===== src/rtl/opv_macromodel_mc_if.sv =====
// Sample stream bundle for opv_macromodel_mc: differential input samples with gain,
// amplified/filtered output samples; valid/ready on both sides.
interface opv_macromodel_mc_if #(
  parameter int W  = 16,
  parameter int CH = 4
) ();
  localparam int CW = $clog2(CH);

  logic                 in_valid;
  logic                 in_ready;
  logic [CW-1:0]        in_ch;
  logic signed [W-1:0]  in_p;
  logic signed [W-1:0]  in_n;
  logic [7:0]           gain;

  logic                 out_valid;
  logic                 out_ready;
  logic [CW-1:0]        out_ch;
  logic signed [W-1:0]  out_data;
  logic                 out_sat;

  modport master (
    output in_valid, in_ch, in_p, in_n, gain, out_ready,
    input  in_ready, out_valid, out_ch, out_data, out_sat
  );

  modport slave (
    input  in_valid, in_ch, in_p, in_n, gain, out_ready,
    output in_ready, out_valid, out_ch, out_data, out_sat
  );
endinterface


===== src/rtl/opv_macromodel_mc.sv =====
// Time-multiplexed single-pole op-amp macromodel: gain, rail clamp, one-pole IIR, slew limit.
// Latency 2 edges accept-to-output, one sample per cycle.
// Backpressure: out_ready low stalls the whole pipeline and the per-channel state.
module opv_macromodel_mc #(
  parameter int W    = 16,
  parameter int CH   = 4,
  parameter int K_SH = 4,
  parameter int SLEW = 512,
  parameter int VPOS = 28672,
  parameter int VNEG = -28672
) (
  input  logic                 clk,
  input  logic                 rst_n,
  input  logic                 clr,
  opv_macromodel_mc_if.slave   bus
);
  localparam int CW = $clog2(CH);
  localparam int PW = W + 10;
  localparam int DW = W + 1;
  localparam int SW = W + 2;

  localparam logic signed [PW-1:0] VPOS_P = PW'(VPOS);
  localparam logic signed [PW-1:0] VNEG_P = PW'(VNEG);
  localparam logic signed [W-1:0]  VPOS_W = W'(VPOS);
  localparam logic signed [W-1:0]  VNEG_W = W'(VNEG);
  localparam logic signed [SW-1:0] VPOS_S = SW'(VPOS);
  localparam logic signed [SW-1:0] VNEG_S = SW'(VNEG);
  localparam logic signed [DW-1:0] SLEW_P = DW'(SLEW);
  localparam logic signed [DW-1:0] SLEW_N = DW'(-SLEW);

  logic                 s1_vld;
  logic [CW-1:0]        s1_ch;
  logic signed [W-1:0]  s1_target;
  logic                 s1_rclip;

  logic                 s2_vld;
  logic [CW-1:0]        s2_ch;
  logic signed [W-1:0]  s2_dat;
  logic                 s2_sat;

  logic signed [W-1:0]  y [CH];

  logic advance;
  logic accept;

  assign advance       = !s2_vld || bus.out_ready;
  assign bus.in_ready  = advance && !clr;
  assign accept        = bus.in_valid && bus.in_ready;
  assign bus.out_valid = s2_vld;
  assign bus.out_ch    = s2_ch;
  assign bus.out_data  = s2_dat;
  assign bus.out_sat   = s2_sat;

  // Stage 1: exact differential gain, then rail clamp of the settled target.
  logic signed [DW-1:0] e;
  logic signed [PW-1:0] prod;
  logic signed [PW-1:0] t;
  logic signed [W-1:0]  target;
  logic                 rclip;

  always_comb begin
    e      = {bus.in_p[W-1], bus.in_p} - {bus.in_n[W-1], bus.in_n};
    prod   = PW'(e) * PW'($signed({1'b0, bus.gain}));
    t      = prod >>> 4;
    target = t[W-1:0];
    rclip  = 1'b0;
    if (t > VPOS_P) begin
      target = VPOS_W;
      rclip  = 1'b1;
    end else if (t < VNEG_P) begin
      target = VNEG_W;
      rclip  = 1'b1;
    end
  end

  // Stage 2: pole step toward the target, slew-limited, result kept inside the rails.
  logic signed [W-1:0]  ycur;
  logic signed [DW-1:0] d;
  logic signed [DW-1:0] s;
  logic signed [DW-1:0] step;
  logic                 sclip;
  logic signed [SW-1:0] sum;
  logic signed [W-1:0]  ynew;

  always_comb begin
    ycur  = y[s1_ch];
    d     = {s1_target[W-1], s1_target} - {ycur[W-1], ycur};
    s     = d >>> K_SH;
    step  = s;
    sclip = 1'b0;
    if (s > SLEW_P) begin
      step  = SLEW_P;
      sclip = 1'b1;
    end else if (s < SLEW_N) begin
      step  = SLEW_N;
      sclip = 1'b1;
    end
    sum  = {{2{ycur[W-1]}}, ycur} + {step[DW-1], step};
    ynew = sum[W-1:0];
    if (sum > VPOS_S) begin
      ynew = VPOS_W;
    end else if (sum < VNEG_S) begin
      ynew = VNEG_W;
    end
  end

  always_ff @(posedge clk or negedge rst_n) begin
    if (!rst_n) begin
      s1_vld    <= 1'b0;
      s1_ch     <= '0;
      s1_target <= '0;
      s1_rclip  <= 1'b0;
      s2_vld    <= 1'b0;
      s2_ch     <= '0;
      s2_dat    <= '0;
      s2_sat    <= 1'b0;
      for (int i = 0; i < CH; i++) y[i] <= '0;
    end else if (clr) begin
      s1_vld <= 1'b0;
      s2_vld <= 1'b0;
      for (int i = 0; i < CH; i++) y[i] <= '0;
    end else if (advance) begin
      s1_vld <= accept;
      if (accept) begin
        s1_ch     <= bus.in_ch;
        s1_target <= target;
        s1_rclip  <= rclip;
      end
      s2_vld <= s1_vld;
      // State is written in the same cycle it is read, so a following
      // sample on the same channel already sees the update.
      if (s1_vld) begin
        y[s1_ch] <= ynew;
        s2_ch    <= s1_ch;
        s2_dat   <= ynew;
        s2_sat   <= s1_rclip | sclip;
      end
    end
  end
endmodule


===== src/flat_wrapper.sv =====
// flat-port wrapper written by rule: the top's interface ports become plain ports
module opv_macromodel_mc_flat 
#(
  parameter int W    = 16,
  parameter int CH   = 4,
  parameter int K_SH = 4,
  parameter int SLEW = 512,
  parameter int VPOS = 28672,
  parameter int VNEG = -28672
)
  (clk, rst_n, clr, bus_in_valid, bus_in_ch, bus_in_p, bus_in_n, bus_gain, bus_out_ready, bus_in_ready, bus_out_valid, bus_out_ch, bus_out_data, bus_out_sat);
  opv_macromodel_mc_if #(.W(W), .CH(CH)) bus_i ();
  input  logic clk;
  input  logic rst_n;
  input  logic clr;
  input wire logic [$bits(bus_i.in_valid)-1:0] bus_in_valid;
  input wire logic [$bits(bus_i.in_ch)-1:0] bus_in_ch;
  input wire logic [$bits(bus_i.in_p)-1:0] bus_in_p;
  input wire logic [$bits(bus_i.in_n)-1:0] bus_in_n;
  input wire logic [$bits(bus_i.gain)-1:0] bus_gain;
  input wire logic [$bits(bus_i.out_ready)-1:0] bus_out_ready;
  output wire logic [$bits(bus_i.in_ready)-1:0] bus_in_ready;
  output wire logic [$bits(bus_i.out_valid)-1:0] bus_out_valid;
  output wire logic [$bits(bus_i.out_ch)-1:0] bus_out_ch;
  output wire logic [$bits(bus_i.out_data)-1:0] bus_out_data;
  output wire logic [$bits(bus_i.out_sat)-1:0] bus_out_sat;
  assign bus_i.in_valid = bus_in_valid;
  assign bus_i.in_ch = bus_in_ch;
  assign bus_i.in_p = bus_in_p;
  assign bus_i.in_n = bus_in_n;
  assign bus_i.gain = bus_gain;
  assign bus_i.out_ready = bus_out_ready;
  assign bus_in_ready = bus_i.in_ready;
  assign bus_out_valid = bus_i.out_valid;
  assign bus_out_ch = bus_i.out_ch;
  assign bus_out_data = bus_i.out_data;
  assign bus_out_sat = bus_i.out_sat;
  opv_macromodel_mc #(.W(W), .CH(CH), .K_SH(K_SH), .SLEW(SLEW), .VPOS(VPOS), .VNEG(VNEG)) u_core (.clk(clk), .rst_n(rst_n), .clr(clr), .bus(bus_i));
endmodule

===== config.mk =====
export PLATFORM = sky130hd
export DESIGN_NAME = opv_macromodel_mc_flat
export DESIGN_NICKNAME = d
export VERILOG_FILES = /design/src/rtl/opv_macromodel_mc_if.sv /design/src/rtl/opv_macromodel_mc.sv /design/src/flat_wrapper.sv
export SDC_FILE = /design/constraint.sdc
export NUM_CORES = 1
export LEC_CHECK = 0
export CAP_MARGIN = 5
export CELL_PAD_IN_SITES_DETAIL_PLACEMENT = 1
export CELL_PAD_IN_SITES_GLOBAL_PLACEMENT = 1
export CORE_MARGIN = 5
export CORE_UTILIZATION = 52
export DETAILED_ROUTE_END_ITERATION = 12
export PLACE_DENSITY = 0.91
export SYNTH_ARGS = -nofsm -noshare
export SYNTH_HDL_FRONTEND = slang
export SYNTH_SLANG_ARGS = --single-unit

===== constraint.sdc =====
create_clock -name clk -period 23.3 [get_ports clk]
set_clock_uncertainty 0.2 [all_clocks]
set_input_delay 4.66 -clock clk [delete_from_list [all_inputs] [get_ports clk]]
set_output_delay 4.66 -clock clk [all_outputs]
set_load 0.03 [all_outputs]

### Clock distribution, run 1

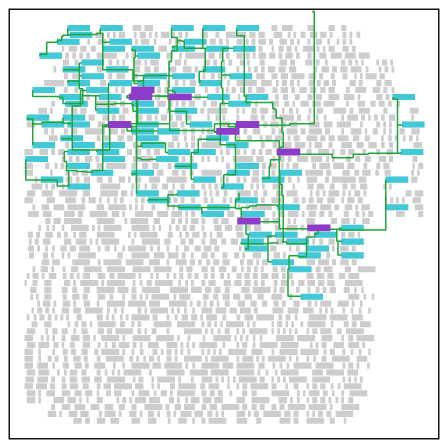
[clock-net drivers] purple | count: 9
[flip-flops] cyan | count: 104
[clock wires] green | length: 1,470 µm
routed clock nets: 10
clock latency on the worst-skew pair: 0.36 ns

### Cell placement, run 1

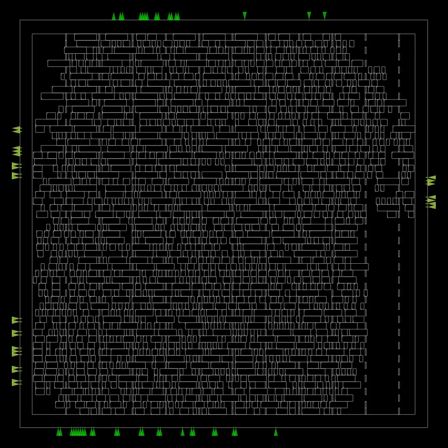
Finished Layout Cells: 1,919
number of fill cells in the layout: 2,970

### Pin map, run 1

Pins as bars across the die edge, other pins in gray.
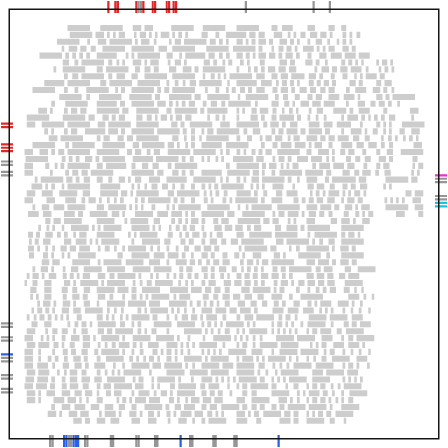
[`bus_gain`] blue | pins: 8 | direction: input | edge: 7 bottom, 1 left
[`bus_out_ready`] magenta | pins: 1 | direction: input | edge: right
[`bus_in_ch`] cyan | pins: 2 | direction: input | edge: right
[`bus_out_data`] red | pins: 16 | direction: output | edge: 11 top, 5 left
all pins by edge: 25 bottom, 20 left, 16 top, 7 right

==> Changelog: implementation, run 1 <==
### Implementation results

* Top delay family on crit path: AND-OR/OR-AND gates
* Basic Gates by Area at 0.215
* # diodes at 0
* Metal3 WL at around 2700 µm
* Largest net degree at the start of global routing at between 70 and 80
* Setup bufs post-CTS at 0
* RePlAce Congestion at between 0.9 and 1
* Xor+xnor area frac at 0.0300
* # hold bufs at CTS at 0
* Initial antenna violation count at 0
* Final slew viol count at 0
* Post-synth top area share at 0.198
* Fin worst setup slack at 9.69 ns
* CP max stage cell: a41oi_1
* Layout cell share with drive strength beyond 1 at 0.0447
* Top cell type by total area after synthesis: dfrtp_1
* WHS Path Cells at 2
* RSZ-0062 raised after global routing: no
* Clk slew on worst S/H paths at roughly 0.080 ns
* Vias in the first global route at 13,400
* Cts repair resizes at 0
* R2R Path End: u_core.y[48]
* Crit. Startpoint: bus_in_n[1]
* Top reg by flops: u_core.y
* Fp util at 0.525
* Startpoint types: input pin
* Hold endpoint: u_core.bus.out_data[7]
* Flip-flop and latch area at ~0.0026 mm²
* Placed cell count at ~1,900
* Comb area share at 0.661
* Via count at roughly 12,000
* Post-route ant nets at 0
* Util after Layout at 0.572
* GR Util All Layers at 0.297
* Inverter count at ~220
* Final Cycle Share at 0.584
* Buf+Inv Stages, Crit Path at 6
* HP Class: flip-flop to flip-flop
* Num rows at 58
* Minimum clock period at between 10 and 15 ns
* Post-DP Area at about 0.014 mm²
* ClkCell Share at 0.0214
* Initial DRT Pass Iterations at 5
* Buffers on Ports at 67
* GRT met2 Usage at 0.523
* Final Hold Fails at 0
* Synth Register Bits at approximately 100
* Comb. cell area at 0.00946 mm²
* Fin area at 0.0143 mm²
* Final setup viols at 0
* Leading cell kind: combinational gates
* Outcome: complete, no violations
* Critical path depth in cells at 29
* Critical Path Max Stage Delay at 0.78 ns
* CP endpoint: u_core.s1_target[5]
* Sequential cell area share at 0.182
* Chip Area, Yosys at around 0.013 mm²
* Critical Path End Type: flip-flop
* Drt drc at 0
* CTS tree: done
* Distinct lib cells at between 70 and 80
* Setup Crit Path Kind: input pin to flip-flop
* Place WS at 9.48 ns
* Num Clock Sinks at 104
* IO Pins at slightly below 70
* Max reg flops at ~64
* Signal buffers share of area at 0.0510
* Top sig layer: met4
* Syn_area_per_cell at 8.38 µm²
* Max H-tree Level at 3
* Worst r2r src: u_core.s1_ch[0]
* Most Crowded Layer GR: met2
* Total CTS buffers at 9
* CP required at roughly 23 ns
* Reg2Reg Depth at 26
* Slew HR at 0.277
* Half-perimeter wire length after placement at roughly 32,000 µm
* Seq/Total Area, Yosys at 0.198
* Initial drt markers at about 900
* Post-Syn Area at between 0.01 and 0.015 mm²
* Hold Slack at 0.298 ns
* Via-to-Cell Ratio at about 6.4
### Metal layers overlaid, run 1

Scale bar: 50 µm.
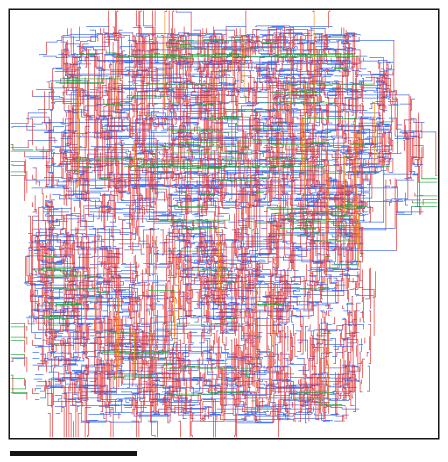

==> run 2, diff against run 1 <==
Settings changed: CORE_UTILIZATION 52 to 43, PLACE_DENSITY 0.91 to 0.81.
Clock period 23.3 ns to 10.9 ns, I/O delays scaled along.
### Metal layers overlaid, run 2

Scale bar: 50 µm.
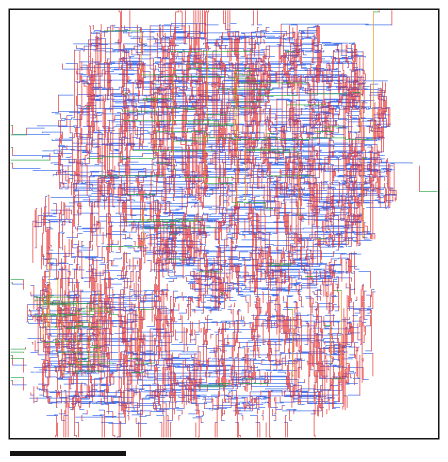
[M2] red | wire length: 19,100 µm
[M4] orange | wire length: 726 µm
[M3] green | wire length: 1,360 µm
[M1] blue | wire length: 17,800 µm
via count: 11,800
GR Util All Layers: 0.230
average wire per standard cell: 19.6 µm

==> run 2 against run 1 <==
  * Utilization down 9.5 points
  * Sequential cell count unchanged
  * First-iteration DRC count down 13%
  * Critical path type unchanged
  * Sequential share of layout area down 0.19 points
  * Via count down 4.2%
  * Wire length down 7.6%
  * Largest cell class unchanged
  * Final cell count up 3.8%
  * Hold slack worse by 0.018 ns
  * Final area up 1.0%
  * Critical endpoint is now u_core.s1_target[12]
==> Changelog: implementation, run 2 <==
### Implementation results

* ClkCell Share at 0.0195 (-0.00195)
* Core Region at 0.0303 mm²
* Yosys warns at 0
* Post-Syn Area at 0.0131 mm² (unchanged)
* Metal3 WL at 1360 µm (-50%)
* Fin area at 0.0145 mm² (+1.0%)
* First-pass GRT wire length at approximately 64,000 µm
* Max H-tree Level at 3 (unchanged)
* Buf+Inv Stages, Crit Path at 5 (-1)
* # hold bufs at CTS at 0 (unchanged)
* Final slew viol count at 0 (unchanged)
* Final Hold Fails at 0 (unchanged)
* Hold endpoint: u_core.bus.out_data[8]
* Crit. Startpoint: bus_in_p[0]
* Critical path depth in cells at 29 (unchanged)
* Cts repair resizes at 0 (unchanged)
* Inverter count at 215 (unchanged)
* Minimum clock period at 10.31 ns
* CTS tree: done
* Setup bufs post-CTS at 0 (unchanged)
* Chip Area, Yosys at 0.0131 mm² (unchanged)
* Clk slew on worst S/H paths at 0.07 ns (about the same)
* WL met1 at 17,800 µm
* Largest net degree at the start of global routing at 74 (unchanged)
* Most Crowded Layer GR: met2
* Top delay family on crit path: AND-OR/OR-AND gates
* Distinct lib cells at 74 (unchanged)
* Worst r2r src: u_core.s1_ch[0]
* Final setup viols at 0 (unchanged)
* Synth top cell by count: inv_1
* Vias in the first global route at 12,600 (-5.6%)
* Finished Layout Cells at 1,992 (+3.8%)
* Number of fill cells in the layout at 3,619 (+22%)
* Synth-to-Final Area Change at 10.1%
* Signal buffers share of area at 0.0542 (+0.00311)
* Top reg by flops: u_core.y
* Flop Count at roughly 100
* Leading cell kind: combinational gates
* Met2 wire length at ~19,000 µm
* Final Cycle Share at 0.946
* Flip-flop and latch area at 0.00260 mm² (unchanged)
* Post-synthesis instance total at 1,568
* Critical Path End Type: flip-flop
* Die Height at around 180 µm
* Top sig layer: met4
* Util after Layout at 0.477 (-0.0952)
* Num rows at 64 (+10%)
* R2R Path End: u_core.y[51]
* Most numerous logic cell after layout: inv_1
* Half-perimeter wire length after placement at 30,400 µm (-6.0%)
* Synth Register Bits at 104 (unchanged)
* Die Wd at about 180 µm
* Most frequent cells in the layout: 213 x inv_1, 173 x nand2_1, 110 x fa_1
* CP required at 10.94 ns (-12.41 ns)
* Syn_area_per_cell at 8.38 µm² (unchanged)
* RSZ-0062 raised after global routing: no
* Max Cap Viol at 0
* Drt drc at 0 (unchanged)
* CP max stage cell: fa_1
* Comb. cell area at 0.00949 mm² (+0.41%)
* Post-DP Area at 0.0141 mm² (+0.97%)
* Top cell type by total area after synthesis: dfrtp_1
* Floorplan Nets at between 1,500 and 2,000
* Asr flop ratio synth at 1.00
* HP Class: flip-flop to flip-flop
* Hold Startpoint: u_core.bus.out_data[8]
* Layout cell share with drive strength beyond 1 at 0.0520 (+0.00732)
* Stage-log warning count at 27
* IO Pins at 68 (unchanged)
* GRT met2 Usage at 0.393 (-0.130)
* Buffers on Ports at 67 (unchanged)
* WHS Path Cells at 2 (unchanged)
* Reg2Reg Depth at 25 (-3.8%)
* CP max FO at 10
* Ys cells at roughly 1,600
* Sequential cell area share at 0.180 (-0.00187)
* Comb area share at 0.656 (-0.00412)
* RePlAce Congestion at 0.879 (-5.5%)
* CP endpoint: u_core.s1_target[12]
* Setup Crit Path Kind: input pin to flip-flop
* Num Clock Sinks at 104 (unchanged)
* Top cells by area: dfrtp_1 20%, fa_1 17%, ha_1 9.2%
* Initial DRT Pass Iterations at 5 (unchanged)
* Basic Gates by Area at 0.215 (unchanged)
* Met3 usage at 0.0242
* Comb gates at about 1,200
* M1 GR Usage at 0.318
* Top cells by count: 213 x inv_1, 173 x nand2_1, 110 x fa_1
* Critical Path Max Stage Delay at 0.52 ns (-0.26 ns)
* Fin worst setup slack at 0.593 ns (-9.09 ns)
* Aoi share at 0.186
* Place WS at 0.144 ns (-9.33 ns)
* Max reg flops at 64 (unchanged)
* Hold Slack at 0.280 ns (-0.0177 ns)
* Placed cell count at 1,976 (+3.8%)
* Fin nets at around 1,800
* Total CTS buffers at 9 (unchanged)
* Slew HR at 0.198 (-0.0786)
* Outcome: complete, no violations
* Post-synth top area share at 0.198 (unchanged)
* Remaining global-route overflow at 0
* Initial antenna violation count at 0 (unchanged)
* # diodes at 0 (unchanged)
* Total wire length at between 30,000 and 40,000 µm
* Xor+xnor area frac at 0.0300 (unchanged)
* Initial drt markers at 784 (-13%)
* Fp util at 0.433 (-0.0919)
* Post-route ant nets at 0 (unchanged)
* Seq/Total Area, Yosys at 0.198 (unchanged)
* Via-to-Cell Ratio at 5.94 (-7.7%)
* Post-synth EDFFs at 0
* Clock latency on the worst-skew pair at 0.36 ns (about the same)
* TAP cells at 396
* Non-CTS buffers at 83
* Startpoint types: input pin
